**src/rtl/pipelined_cla_adder.sv**
```systemverilog
// Two-stage pipelined carry-lookahead adder/subtractor with valid/ready handshake.
// Optional signed-overflow output enabled by defining CLA_OVF_EN.
module pipelined_cla_adder #(
    parameter int unsigned WIDTH = 16
) (
    input  logic             clk,
    input  logic             rst,
    input  logic             in_valid,
    output logic             in_ready,
    input  logic [WIDTH-1:0] a,
    input  logic [WIDTH-1:0] b,
    input  logic             cin,
    input  logic             sub,
    output logic             out_valid,
    input  logic             out_ready,
    output logic [WIDTH-1:0] sum,
    output logic             cout,
    output logic             g_star,
    output logic             p_star
`ifdef CLA_OVF_EN
    ,
    output logic             ovf
`endif
);

    localparam int unsigned NG  = WIDTH / 4;
    localparam int unsigned NSG = (NG + 3) / 4;

    // Stage 1: effective operands, bit terms and 4-bit group lookahead
    logic [WIDTH-1:0] b_eff;
    logic             c_eff;
    logic [WIDTH-1:0] g_bit;
    logic [WIDTH-1:0] p_bit;
    logic [NG-1:0]    grp_g_d;
    logic [NG-1:0]    grp_p_d;

    assign b_eff = b ^ {WIDTH{sub}};
    assign c_eff = sub | cin;
    assign g_bit = a & b_eff;
    assign p_bit = a ^ b_eff;

    always_comb begin
        grp_g_d = '0;
        grp_p_d = '0;
        for (int unsigned k = 0; k < NG; k++) begin
            grp_g_d[k] = g_bit[4*k+3]
                       | (p_bit[4*k+3] & g_bit[4*k+2])
                       | (p_bit[4*k+3] & p_bit[4*k+2] & g_bit[4*k+1])
                       | (p_bit[4*k+3] & p_bit[4*k+2] & p_bit[4*k+1] & g_bit[4*k]);
            grp_p_d[k] = &p_bit[4*k +: 4];
        end
    end

    logic             v1_q;
    logic             v2_q;
    logic [WIDTH-1:0] p1_q;
    logic [WIDTH-1:0] g1_q;
    logic [NG-1:0]    gg1_q;
    logic [NG-1:0]    gp1_q;
    logic             c1_q;

    // Stage 2: supergroup, group and in-group lookahead
    logic [NSG-1:0] sg_g;
    logic [NSG-1:0] sg_p;
    logic [NSG:0]   sg_c;
    logic [NG-1:0]  grp_c;
    logic [WIDTH:0] c;
    logic           top_g;
    logic           top_p;

    always_comb begin
        sg_g  = '0;
        sg_p  = '0;
        sg_c  = '0;
        grp_c = '0;
        c     = '0;
        top_g = 1'b0;
        top_p = 1'b1;
        for (int unsigned s = 0; s < NSG; s++) begin
            sg_p[s] = 1'b1;
            for (int unsigned j = 0; j < 4; j++) begin
                // Last supergroup may hold fewer than 4 groups
                if (4*s + j < NG) begin
                    sg_g[s] = gg1_q[4*s+j] | (gp1_q[4*s+j] & sg_g[s]);
                    sg_p[s] = sg_p[s] & gp1_q[4*s+j];
                end
            end
        end
        sg_c[0] = c1_q;
        for (int unsigned s = 0; s < NSG; s++) begin
            sg_c[s+1] = sg_g[s] | (sg_p[s] & sg_c[s]);
            top_g     = sg_g[s] | (sg_p[s] & top_g);
            top_p     = top_p & sg_p[s];
        end
        for (int unsigned k = 0; k < NG; k++) begin
            if (k % 4 == 0) begin
                grp_c[k] = sg_c[k/4];
            end else begin
                grp_c[k] = gg1_q[k-1] | (gp1_q[k-1] & grp_c[k-1]);
            end
        end
        for (int unsigned k = 0; k < NG; k++) begin
            c[4*k] = grp_c[k];
            for (int unsigned j = 0; j < 3; j++) begin
                c[4*k+j+1] = g1_q[4*k+j] | (p1_q[4*k+j] & c[4*k+j]);
            end
        end
        c[WIDTH] = sg_c[NSG];
    end

    // Handshake: only out_ready reaches in_ready combinationally
    logic s2_load;
    logic s1_load;
    logic accept;

    assign s2_load  = !v2_q || out_ready;
    assign s1_load  = !v1_q || s2_load;
    assign in_ready = s1_load;
    assign accept   = in_valid && s1_load;

    logic [WIDTH-1:0] sum_q;
    logic             cout_q;
    logic             gs_q;
    logic             ps_q;
`ifdef CLA_OVF_EN
    logic             ovf_q;
`endif

    always_ff @(posedge clk) begin
        if (rst) begin
            v1_q   <= 1'b0;
            v2_q   <= 1'b0;
            p1_q   <= '0;
            g1_q   <= '0;
            gg1_q  <= '0;
            gp1_q  <= '0;
            c1_q   <= 1'b0;
            sum_q  <= '0;
            cout_q <= 1'b0;
            gs_q   <= 1'b0;
            ps_q   <= 1'b0;
`ifdef CLA_OVF_EN
            ovf_q  <= 1'b0;
`endif
        end else begin
            if (s1_load) begin
                v1_q <= in_valid;
            end
            if (accept) begin
                p1_q  <= p_bit;
                g1_q  <= g_bit;
                gg1_q <= grp_g_d;
                gp1_q <= grp_p_d;
                c1_q  <= c_eff;
            end
            if (s2_load) begin
                v2_q <= v1_q;
                if (v1_q) begin
                    sum_q  <= p1_q ^ c[WIDTH-1:0];
                    cout_q <= c[WIDTH];
                    gs_q   <= top_g;
                    ps_q   <= top_p;
`ifdef CLA_OVF_EN
                    ovf_q  <= c[WIDTH] ^ c[WIDTH-1];
`endif
                end
            end
        end
    end

    assign out_valid = v2_q;
    assign sum       = sum_q;
    assign cout      = cout_q;
    assign g_star    = gs_q;
    assign p_star    = ps_q;
`ifdef CLA_OVF_EN
    assign ovf       = ovf_q;
`endif

endmodule

```
**config.mk**
```make
export PLATFORM = sky130hd
export DESIGN_NAME = pipelined_cla_adder
export DESIGN_NICKNAME = d
export VERILOG_FILES = /design/src/rtl/pipelined_cla_adder.sv
export SDC_FILE = /design/constraint.sdc
export NUM_CORES = 1
export LEC_CHECK = 0
export CAP_MARGIN = 20
export CORE_MARGIN = 8
export CORE_UTILIZATION = 55
export DETAILED_ROUTE_END_ITERATION = 16
export GPL_TIMING_DRIVEN = 0
export PLACE_DENSITY = 0.95
export SYNTH_ARGS = -nofsm -noshare
export SYNTH_HDL_FRONTEND = slang
export SYNTH_SLANG_ARGS = --single-unit
```
**constraint.sdc**
```tcl
create_clock -name clk -period 5.75 [get_ports clk]
set_clock_uncertainty 0.05 [all_clocks]
set_input_delay 0.575 -clock clk [delete_from_list [all_inputs] [get_ports clk]]
set_output_delay 0.575 -clock clk [all_outputs]
set_load 0.005 [all_outputs]
```
met3.png
(6 px per µm)
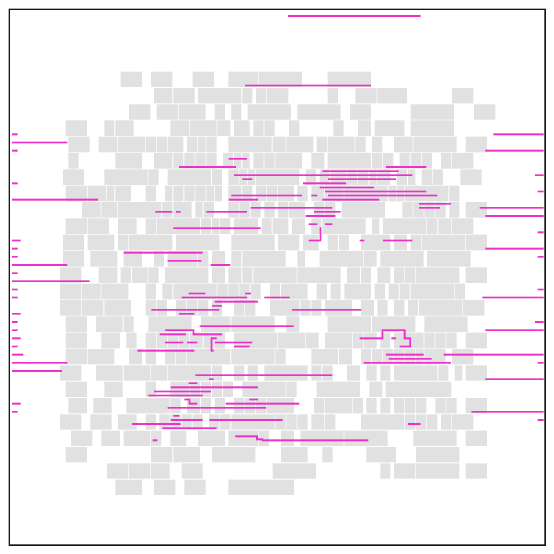
- longest straight run: 29.4 µm
- wire length on this layer: 756 µm
- main direction: horizontal
- share of all routed wire: 9.2%
- nets with wire on the layer: 91
met3 global-route usage: 0.0570
vias after detailed routing: 2926

zoom.png
Region (39, 39) to (89, 89) µm. Cells in grey, sequential cells in the stronger grey; small squares are vias.
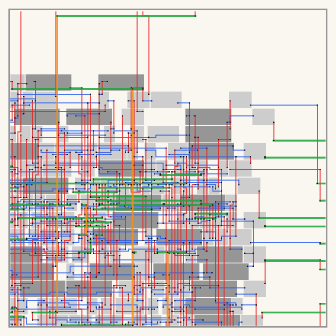
- met3: green
- met2: red
- met1: blue
- met4: orange
- sequential cells in the window: 26
- most frequent: a21oi_1 (27), dfxtp_1 (26), o21ai_0 (22)
- cells with their middle in the window: 144
- netlist names of flops here include: `sum` (9), `p1_q` (7), `gp1_q` (4)

pins.png
(4 px per µm) Pins as bars across the die edge, other pins in grey.
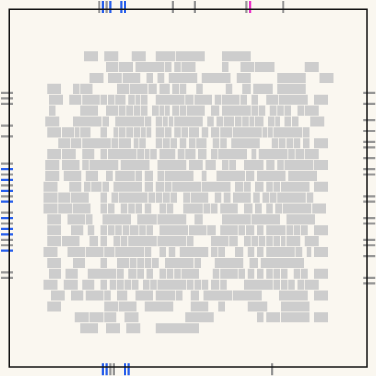
- `a`: blue (pins 16; direction input; edge 8 left, 4 bottom, 4 top)
- `g_star`: magenta (pins 1; direction output; edge top)
floorplan die height: 89.1 µm
quantity of I/O buffers inserted on ports: 55
horizontal die size: 89.1 µm

final_clocks.png
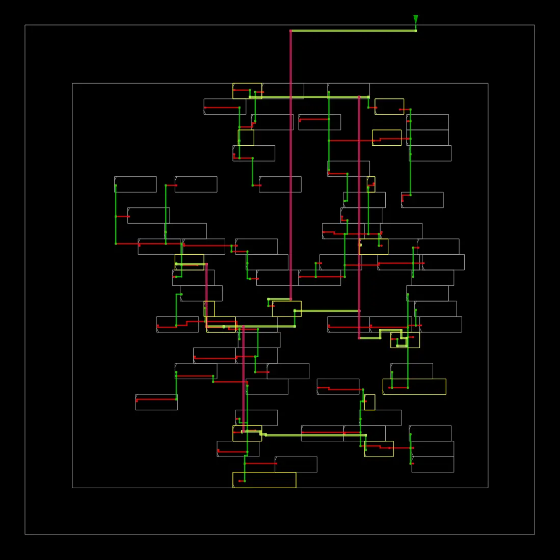
Clock Buffer Count: 11
seq_cells: 58
clock group power: 0.000412 W

met4.png
(4 px per µm) Supply wires on this layer in grey.
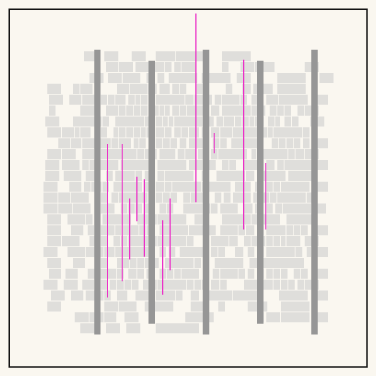
- longest straight run: 46.9 µm
- wire length on this layer: 263 µm
- nets with wire on the layer: 8
- share of all routed wire: 3.2%
- main direction: vertical
DRT Wirelength: 8230 µm

cells in the mapped netlist, drive strengths merged:
| cell | count |
|---|---|
| a211oi | 2 |
| a21o | 8 |
| a21oi | 63 |
| a311oi | 5 |
| a41o | 1 |
| and3 | 1 |
| and3b | 1 |
| buf | 19 |
| clkbuf | 11 |
| clkinv | 1 |
| dfxtp | 58 |
| ha | 28 |
| inv | 2 |
| nand2b | 1 |
| nand3 | 45 |
| nand4 | 9 |
| nor2 | 3 |
| nor2b | 1 |
| o21ai | 53 |
| or2 | 8 |
| or3 | 8 |
| xor2 | 16 |
power by group through the flow:
stage          Clock, W  Sequential (W)  Combinational (W)
2_1_floorplan         0        0.000447           0.000105
3_3_place_gp          0        0.000450           0.000170
3_5_place_dp          0        0.000451           0.000177
6_report       0.000412        0.000443           0.000182
4_1_cts        0.000416        0.000442           0.000180
5_1_grt        0.000435        0.000446           0.000201
through the flow:
step	cell area [µm²]	instances	utilization	worst slack, ns
detailed placement	3570	469	0.695	2.88
finish	3790	485	0.738	2.83
floorplan	2940	344	-	3.26
CTS	3790	485	0.738	2.86
global route	3790	485	0.738	2.75
global placement	3570	469	0.695	2.92
cells by family (layout without fill, tap and decap cells):
group	after synthesis	after routing	synth area share
compound gates	132	132	0.242
simple gates	77	77	0.143
flops	58	58	0.395
buf+inv	33	104	0.0528
fa+ha+maj	28	28	0.119
xor+xnor	16	16	0.0477
flip-flops by register name (all words and copies together), names as in the netlist:
name / cells
p_star: 1
cout: 1
sum: 16
gp1_q: 4
p1_q: 16
v1_q: 1
out_valid: 1
gg1_q: 4
g1_q: 12
g_star: 1
c1_q: 1
cells in the final DEF, fill, tap and decap left out, drive strengths merged, types with 2 or more instances in the layout:
cell type	n
clkinv	3
bufinv	2
a21oi	63
ha	28
o21ai	53
or3	8
nand3	45
clkbuf	22
xor2	16
inv	2
a211oi	2
buf	19
a311oi	5
nand4	9
or2	8
dfxtp	58
clkdlybuf4s50	55
nor2	3
a21o	8
worst max-delay path: cells and delay by family:
| family | cells | cell delay (ns) |
|---|---|---|
| simple gates | 1 | 0.33 |
| buf+inv | 4 | 1.39 |
cell type report:
type	count	share of cell area
clock buffers	11	0.0373
plain buffers	30	0.0379
repair buffers	55	0.145
flip-flops and latches	58	0.306
clock inverters	5	0.0204
inverters	3	0.00297
well taps	70	0.0231
multi-input cells	253	0.427
worst paths after layout:
path	startpoint	end	depth (start not counted)	slack, ns
worst min-delay path	sum[13]$_SDFFE_PP0P_	sum[13]$_SDFFE_PP0P_	2	0.43
worst max register to register	c1_q$_SDFFE_PP0P_	sum[15]$_SDFFE_PP0P_	11	3.07
worst min register to register	sum[13]$_SDFFE_PP0P_	sum[13]$_SDFFE_PP0P_	2	0.43
worst max-delay path	out_ready	in_ready	5	2.83
per-layer routing:
metal / GRT usage / vias up / wire length, µm
met5: 0 / - / 0
met4: 0.128 / 0 / 263
met3: 0.0570 / 24 / 755
met2: 0.357 / 177 / 3880
met1: 0.258 / 1333 / 3330
li1: - / 1392 / -
==> run notes <==
Final timing
- **Final Max Tran Viols** 0
- **fmax** 0.342 GHz
- **number of endpoints failing setup at the final stage** 0

Clock network
- **Setup Fix Bufs, Post-CTS** 0
- **Max H-tree Level** 3
- **clock latency of the later-clocked register in the worst-skew pair** 0.34 ns
- **post-cts resize count** 0

Synthesis
- **synthesized net count** 410
- **area fraction of the dominant cell type after synthesis** 0.395
- **per-instance average area after synthesis** 8.54 µm²
- **Synth Register Bits** 58
- **cell total in the yosys stat output** 344

Setup path
- **crit-path most repeated cell** clkdlybuf4s50_1
- **arrival time of the worst setup path** 2.30 ns
- **critical path data required time** 5.12 ns

Outcome
- **run status** complete, no violations

Flow run
- **Log Warnings** 26

Power and ir drop
- **share of power burned in combinational logic** 0.176

Hold path
- **path type of the worst min-delay path** reg -> reg

GRT
- **global router's overall resource usage** 0.221

Final layout
- **comb. cell area** 0.00162 mm²

Placed design
- **Detailed Place HPWL** 6280 µm

Route
- **mean routed wirelength per cell** 17.0 µm

Power figures rest on the tool's default switching activity, not on a simulated workload.
